### Clock wires, drivers and flops, run 1

Bar = 50 um.
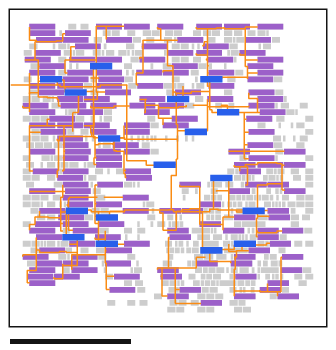
### Layout detail, run 1

Region (45, 45) to (85, 85) um. Cells in grey, sequential cells in the stronger grey; small squares are vias.
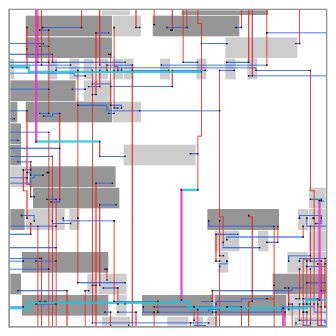
### M3 wires, run 1

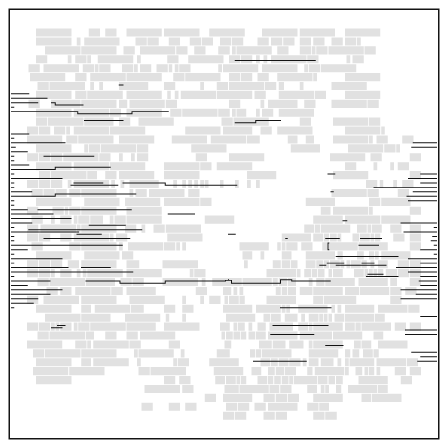
### Clock routing, run 1

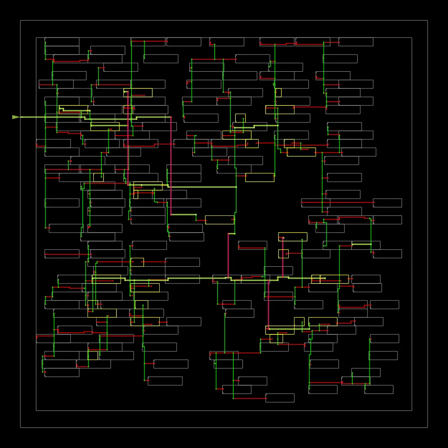
File: config.mk
export PLATFORM = sky130hd
export DESIGN_NAME = distributor_32
export DESIGN_NICKNAME = d
export VERILOG_FILES = /design/src/rtl/distributor_32.sv
export SDC_FILE = /design/constraint.sdc
export NUM_CORES = 1
export LEC_CHECK = 0
export CORE_MARGIN = 5
export CORE_UTILIZATION = 46
export DETAILED_ROUTE_END_ITERATION = 12
export GPL_TIMING_DRIVEN = 0
export HOLD_SLACK_MARGIN = 0.1
export PLACE_DENSITY = 0.82
export SLEW_MARGIN = 20
export SYNTH_ARGS = -nofsm -noshare
export SYNTH_HDL_FRONTEND = slang
export SYNTH_SLANG_ARGS = --single-unit
export TNS_END_PERCENT = 30
File: constraint.sdc
create_clock -name clk -period 3.9 [get_ports clk]
set_input_delay 0.78 -clock clk [delete_from_list [all_inputs] [get_ports clk]]
set_output_delay 0.78 -clock clk [all_outputs]
set_load 0.005 [all_outputs]
File: src/rtl/distributor_32.sv
// distributor_32 : 1-to-2 buffered word distributor.
//
// A single valid/ready word stream is steered, one word at a time, into one of
// two small FIFOs. in_sel=0 selects output A and in_sel=1 selects output B.
// Each output drains independently through its own valid/ready handshake, so
// a stalled consumer only back-pressures words that are headed for it.
//
// Ports
//   clk, rst              clock; asynchronous active-high reset
//   flush                 synchronous clear of both FIFOs; blocks intake
//   in_valid/in_ready     producer handshake
//   in_data, in_sel       word and its destination (0 -> A, 1 -> B)
//   a_valid/a_ready/a_data   consumer A (a_data reads 0 when A is empty)
//   b_valid/b_ready/b_data   consumer B (b_data reads 0 when B is empty)
//   a_count, b_count      words accepted per destination since reset; these
//                         wrap, and neither flush nor pops affect them
//
// Lane 0 is A and lane 1 is B. Both lanes share one FIFO sub-module.

module distributor_32_fifo #(
    parameter int WIDTH = 32,
    parameter int DEPTH = 2,
    parameter int CNT_W = 16
) (
    input  logic             clk,
    input  logic             rst,
    input  logic             flush,
    input  logic             push,     // already qualified with !full && !flush
    input  logic [WIDTH-1:0] din,
    input  logic             pop_rdy,
    output logic             valid,
    output logic [WIDTH-1:0] dout,
    output logic             full,
    output logic [CNT_W-1:0] count
);
    localparam int PW = $clog2(DEPTH);
    localparam logic [PW-1:0]  PONE  = PW'(1);
    localparam logic [PW:0]    OONE  = (PW+1)'(1);
    localparam logic [PW:0]    OFULL = (PW+1)'(DEPTH);
    localparam logic [CNT_W-1:0] CONE = CNT_W'(1);

    logic [WIDTH-1:0] mem [DEPTH];
    logic [PW-1:0]    wp, rp;
    logic [PW:0]      occ;
    logic             pop;

    assign valid = (occ != '0);
    assign full  = (occ == OFULL);
    // A pop during flush is discarded together with the rest of the contents.
    assign pop   = valid && pop_rdy && !flush;
    assign dout  = valid ? mem[rp] : '0;

    always_ff @(posedge clk or posedge rst) begin
        if (rst) begin
            wp    <= '0;
            rp    <= '0;
            occ   <= '0;
            count <= '0;
        end else begin
            if (flush) begin
                wp  <= '0;
                rp  <= '0;
                occ <= '0;
            end else begin
                if (push) wp <= wp + PONE;
                if (pop)  rp <= rp + PONE;
                case ({push, pop})
                    2'b10:   occ <= occ + OONE;
                    2'b01:   occ <= occ - OONE;
                    default: occ <= occ;
                endcase
            end
            // push is never asserted during flush, so flush cannot count.
            if (push) count <= count + CONE;
        end
    end

    // Storage needs no reset: occ gates every read.
    always_ff @(posedge clk) begin
        if (push) mem[wp] <= din;
    end
endmodule

module distributor_32 #(
    parameter int WIDTH = 32,
    parameter int DEPTH = 2,
    parameter int CNT_W = 16
) (
    input  logic             clk,
    input  logic             rst,
    input  logic             flush,
    input  logic             in_valid,
    output logic             in_ready,
    input  logic [WIDTH-1:0] in_data,
    input  logic             in_sel,
    output logic             a_valid,
    input  logic             a_ready,
    output logic [WIDTH-1:0] a_data,
    output logic             b_valid,
    input  logic             b_ready,
    output logic [WIDTH-1:0] b_data,
    output logic [CNT_W-1:0] a_count,
    output logic [CNT_W-1:0] b_count
);
    localparam int NUM_LANES = 2;

    logic [NUM_LANES-1:0]            full, push, rdy, vld;
    logic [NUM_LANES-1:0][WIDTH-1:0] dout;
    logic [NUM_LANES-1:0][CNT_W-1:0] cnt;

    // Uses the full flag from before the edge, so a full FIFO popping this
    // cycle still refuses: there is no pass-through path.
    assign in_ready = !flush && !rst && !full[in_sel];
    assign push[0]  = in_valid && in_ready && !in_sel;
    assign push[1]  = in_valid && in_ready &&  in_sel;
    assign rdy      = {b_ready, a_ready};

    genvar i;
    generate
        for (i = 0; i < NUM_LANES; i++) begin : g_lane
            distributor_32_fifo #(
                .WIDTH(WIDTH), .DEPTH(DEPTH), .CNT_W(CNT_W)
            ) u_fifo (
                .clk    (clk),
                .rst    (rst),
                .flush  (flush),
                .push   (push[i]),
                .din    (in_data),
                .pop_rdy(rdy[i]),
                .valid  (vld[i]),
                .dout   (dout[i]),
                .full   (full[i]),
                .count  (cnt[i])
            );
        end
    endgenerate

    assign a_valid = vld[0];
    assign b_valid = vld[1];
    assign a_data  = dout[0];
    assign b_data  = dout[1];
    assign a_count = cnt[0];
    assign b_count = cnt[1];
endmodule
==> metrics.yaml, run 1 <==
synth.comb.largest_family: "simple AND/OR/NAND/NOR gates"
grtUsageMet1_pct: 23.31
grt_usage_pct: 18.27
syn_area_per_cell_um2: 14.68
warnings: 26
area_growth_pct: 34.67
hold_path_depth: 1
syn_area_um2: 6695
critPathTopFamily: "buffers and inverters"
cp-startpoint: "in_sel"
grt_max_degree: 35
htree_levels: 4
clkSlewWorstSetupHoldPaths_ns: 0.07
crit_cells: 4
grt_overflow_total: 0
synthAoiAreaFrac_pct: 0.9531
postCtsResizedCells: 0
netlist_instances: 456
async_flop_share_pct: 23.81
cts_setup_buffers: 0
xor_area_share_pct: 4.579
dieHeight_um: 130.6
p_sw_uw: 947.5
endpoint: "in_ready"
whs_endpoint: "g_lane[1].u_fifo.count[15]"
reg_top3: "g_lane.u_fifo.mem x128, g_lane.u_fifo.count x32, g_lane.u_fifo.occ x4"
die_area_um2: 17070
powerComb_uw: 331
fin_tns_setup_ns: 0
worst_hold_slack_ns: 0.4690
pin_count: 138
die-width_um: 130.6
cp.required_ns: 3.12
mux_share_pct: 9.736
status: "finished clean"
worstPathArrival_ns: 2.67
slew_violations: 0
place_ws_ns: 0.3349
portBuffers: 137
top_power_group: "registers"
cts_tree: "done"
crit_slowest_cell: "clkdlybuf4s50_1"
criticalPathCategory: "input port to output pin"
route.met2.wl_mm: 7.564
crit_buf_inv: 2
first_pass_iters: 5
min_from: "g_lane[1].u_fifo.count[15]"
non_clock_inverter_count: 5
top_usage_layer: "met2"
cts_hold_buf: 0
fin_cells: 817
buf_share_pct: 17.46
antenna_found_initial: 0
ir_worst_vdd_mv: 0.3955
synth_cell_types: 33
yosys-top-cells-count: "128 x edfxtp_1, 84 x nor2_1, 64 x mux2i_1"
core_um2: 14420
yosysTopAreaCell: "edfxtp_1"
clkPwrFrac_pct: 39.9
seq_share_pct: 53.73
seq_power_share_pct: 51.7
dr_wl_met3_mm: 1.158
internal_power_mw: 3.014
clockBufferDepth: 2
ys_sh_simple_pct: 10.67
r2r-start: "g_lane[0].u_fifo.occ[1]"
taps: 184
ys_seq_share_pct: 72.36
comb_area_share_pct: 19.89
n_fill_cell: 1082
most-common-layout-cells: "137 x clkdlybuf4s50_1, 128 x edfxtp_1, 82 x nor2_1"
leakagePower_nw: 3.116
wl_met1_mm: 6.272
route.top_layer_used: "met4"
yosys_warnings: 0
area_leaders: "edfxtp_1 57%, dfrtp_1 15%, mux2i_1 9.6%"
drive_gt1_share_pct: 7.741
## Picture notes: 'Clock wires, drivers and flops'
Orange is clock wires, length 1840 um. Purple is flip-flops, count 168. Blue is clock drivers, count 17.
Position of the flops: widely spread. There are 18 routed clock nets.
skew final: 0.007388 ns
Power Clock: 1.58 mW
clk latency late pin: 0.43 ns

## Picture notes: 'Layout detail'
Cyan is metal 3. Blue is metal 1. Magenta is metal 4. Red is metal 2.
45 logic cells have their middle in the window. Netlist names of flops here include g_lane.u_fifo.mem (9), g_lane.u_fifo.rp (2). Most frequent: clkbuf_1 (12), edfxtp_1 (9), mux2i_1 (5). Sequential cells in the window: 13.

## Picture notes: 'M3 wires'
The longest straight run is 37.0 um. The layer holds 7.6% of the routed length.
final WL: 15.22 mm
vias after detailed routing: 4254
GRT met3 Usage: 5.976%

## Picture notes: 'Clock routing'
TritonCTS Buffers: 17
Flops: 168
Clock Buffer Count: 17
clock sinks: 168

--- run 2 (diff from run 1) ---
- HOLD_SLACK_MARGIN: 0.1 -> 0.03
- SETUP_SLACK_MARGIN: default -> 0.4
### Clock routing, run 2

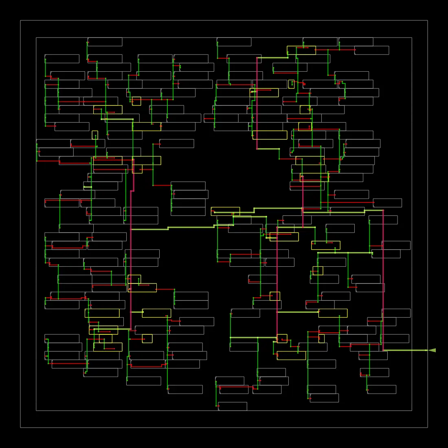
Power Clock: 1.66 mW
clk latency late pin: 0.42 ns

==> run 2 against run 1 <==
Net effect: synthesized area stayed put; highest routed layer unchanged; critical path depth stayed put; utilization is 0.17 points higher; clock skew is 0.00080 ns lower; sequential share of layout area is 0.15 points lower; sequential power hardly changed; sequential cell count stayed put; first-iteration DRC count is 27% lower.
==> metrics.yaml, run 2 <==
warnings: 27
area_growth_pct: 35.04
slew_violations: 0
ff_count: 168
core_um2: 14420
portBuffers: 137
dr_wl_met3_um: 887
crit_cells: 4
worstPathArrival_ns: 2.71
ys_sh_simple_pct: 10.67
mux_share_pct: 9.736
netlist_instances: 456
p_sw_uw: 906.0
hold_path_depth: 1
hpwl_mm: 10.16
antenna_found_initial: 0
most-common-layout-cells: "137 x clkdlybuf4s50_1, 128 x edfxtp_1, 82 x nor2_1"
route.top_layer_used: "met4"
non_clock_inverter_count: 5
die_area_um2: 17070
vias: 4289
xor_area_share_pct: 4.579
wl_met1_mm: 5.888
top_usage_layer: "met2"
endpoint: "in_ready"
area_leaders: "edfxtp_1 57%, dfrtp_1 15%, mux2i_1 9.6%"
die-width_um: 130.6
crit_buf_inv: 2
yosys-top-cells-count: "128 x edfxtp_1, 84 x nor2_1, 64 x mux2i_1"
place_ws_ns: 0.3048
register_area_um2: 4845
use_met3_pct: 4.878
fin_cells: 816
internal_power_mw: 3.132
buf_share_pct: 17.26
cp.required_ns: 3.12
yosys_warnings: 0
cts_setup_buffers: 0
grt_usage_pct: 17.84
ir_worst_vdd_mv: 0.2809
status: "finished clean"
crit_slowest_cell: "clkdlybuf4s50_1"
dieHeight_um: 130.6
cts_hold_buf: 0
whs_endpoint: "g_lane[0].u_fifo.count[15]"
clkPwrFrac_pct: 41.1
fin_tns_setup_ns: 0
top_power_group: "registers"
cp-startpoint: "in_sel"
leakagePower_nw: 3.139
postCtsResizedCells: 0
flop_cell: "edfxtp_1"
synthAoiAreaFrac_pct: 0.9531
grt_max_degree: 23
yosysTopAreaCell: "edfxtp_1"
syn_area_per_cell_um2: 14.68
r2r-start: "g_lane[0].u_fifo.occ[1]"
ys_seq_share_pct: 72.36
syn_area_um2: 6695
htree_levels: 4
async_flop_share_pct: 23.81
comb_area_share_pct: 19.83
first_pass_iters: 4
cts_tree: "done"
n_fill_cell: 1080
synth.comb.largest_family: "simple AND/OR/NAND/NOR gates"
critPathTopFamily: "buffers and inverters"
route.met2.wl_mm: 7.854
min_from: "g_lane[0].u_fifo.count[15]"
clock-sinks: 168
seq_power_share_pct: 50.7
skew_ns: 0.006591
--- run 3 (diff from run 2) ---
- PLACE_DENSITY: 0.82 -> 0.76
### Clock wires, drivers and flops, run 3

Bar = 50 um.
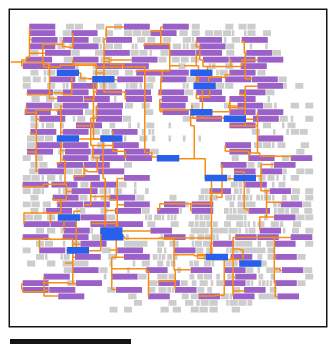
Purple is flip-flops, count 168. Blue is clock drivers, count 17. Orange is clock wires, length 1830 um.
There are 18 routed clock nets.
skew final: 0.01560 ns
clock power share: 42.2%
Power Clock: 1.74 mW

==> run 3 against run 2 <==
Net effect: synthesized cell count stayed put; first-iteration DRC count is 5.9% higher; synthesized area did not move; critical path depth did not move; sequential share of layout area is 0.16 points lower; wire length about the same; maximum frequency rose by 2.4%.
==> metrics.yaml, run 3 <==
r2r-start: "g_lane[0].u_fifo.occ[1]"
synth_cell_types: 33
cp-startpoint: "in_sel"
whs_endpoint: "g_lane[1].u_fifo.count[15]"
place_ws_ns: 0.1184
taps: 184
p_sw_uw: 914.3
yosysTopAreaCell: "edfxtp_1"
hold_path_depth: 1
xor_area_share_pct: 4.579
buf_share_pct: 17.19
warnings: 27
grt_overflow_total: 0
status: "finished clean"
route.top_layer_used: "met4"
reg_top3: "g_lane.u_fifo.mem x128, g_lane.u_fifo.count x32, g_lane.u_fifo.occ x4"
ys_sh_simple_pct: 10.67
non_clock_inverter_count: 5
portBuffers: 137
comb_area_share_pct: 19.85
cp.required_ns: 3.12
seq_power_share_pct: 49.8
clock-sinks: 168
crit_slowest_cell: "clkdlybuf4s50_1"
yosys_warnings: 0
fin_tns_setup_ns: 0
yosys-top-cells-count: "128 x edfxtp_1, 84 x nor2_1, 64 x mux2i_1"
htree_levels: 4
n_fill_cell: 1086
internal_power_mw: 3.197
flop_cell: "edfxtp_1"
area_growth_pct: 35.45
area_leaders: "edfxtp_1 57%, dfrtp_1 15%, mux2i_1 9.6%"
crit_cells: 4
fin_cells: 816
grtUsageMet1_pct: 22.20
most-common-layout-cells: "137 x clkdlybuf4s50_1, 128 x edfxtp_1, 82 x nor2_1"
slew_violations: 0
cts_hold_buf: 0
cts_tree: "done"
clockBufferDepth: 2
top_usage_layer: "met2"
use_met3_pct: 5.650
ff_count: 168
async_flop_share_pct: 23.81
top_power_group: "registers"
synth.comb.largest_family: "simple AND/OR/NAND/NOR gates"
synthAoiAreaFrac_pct: 0.9531
clkSlewWorstSetupHoldPaths_ns: 0.06
hpwl_mm: 10.19
powerComb_uw: 328
crit_buf_inv: 2
die-width_um: 130.6
mux_share_pct: 9.736
die_area_um2: 17070
syn_area_um2: 6695
syn_area_per_cell_um2: 14.68
grt_max_degree: 28
core_um2: 14420
insertion_delay_ns: 0.42
worstPathArrival_ns: 2.63
pin_count: 138
ir_worst_vdd_mv: 0.3317
route.met2.wl_mm: 7.634
wl_met1_mm: 6.327
register_area_um2: 4845
routed_wl_mm: 14.93
critPathTopFamily: "buffers and inverters"
criticalPathCategory: "input port to output pin"
No activity file was given, so power comes from the tool's default toggle rates.
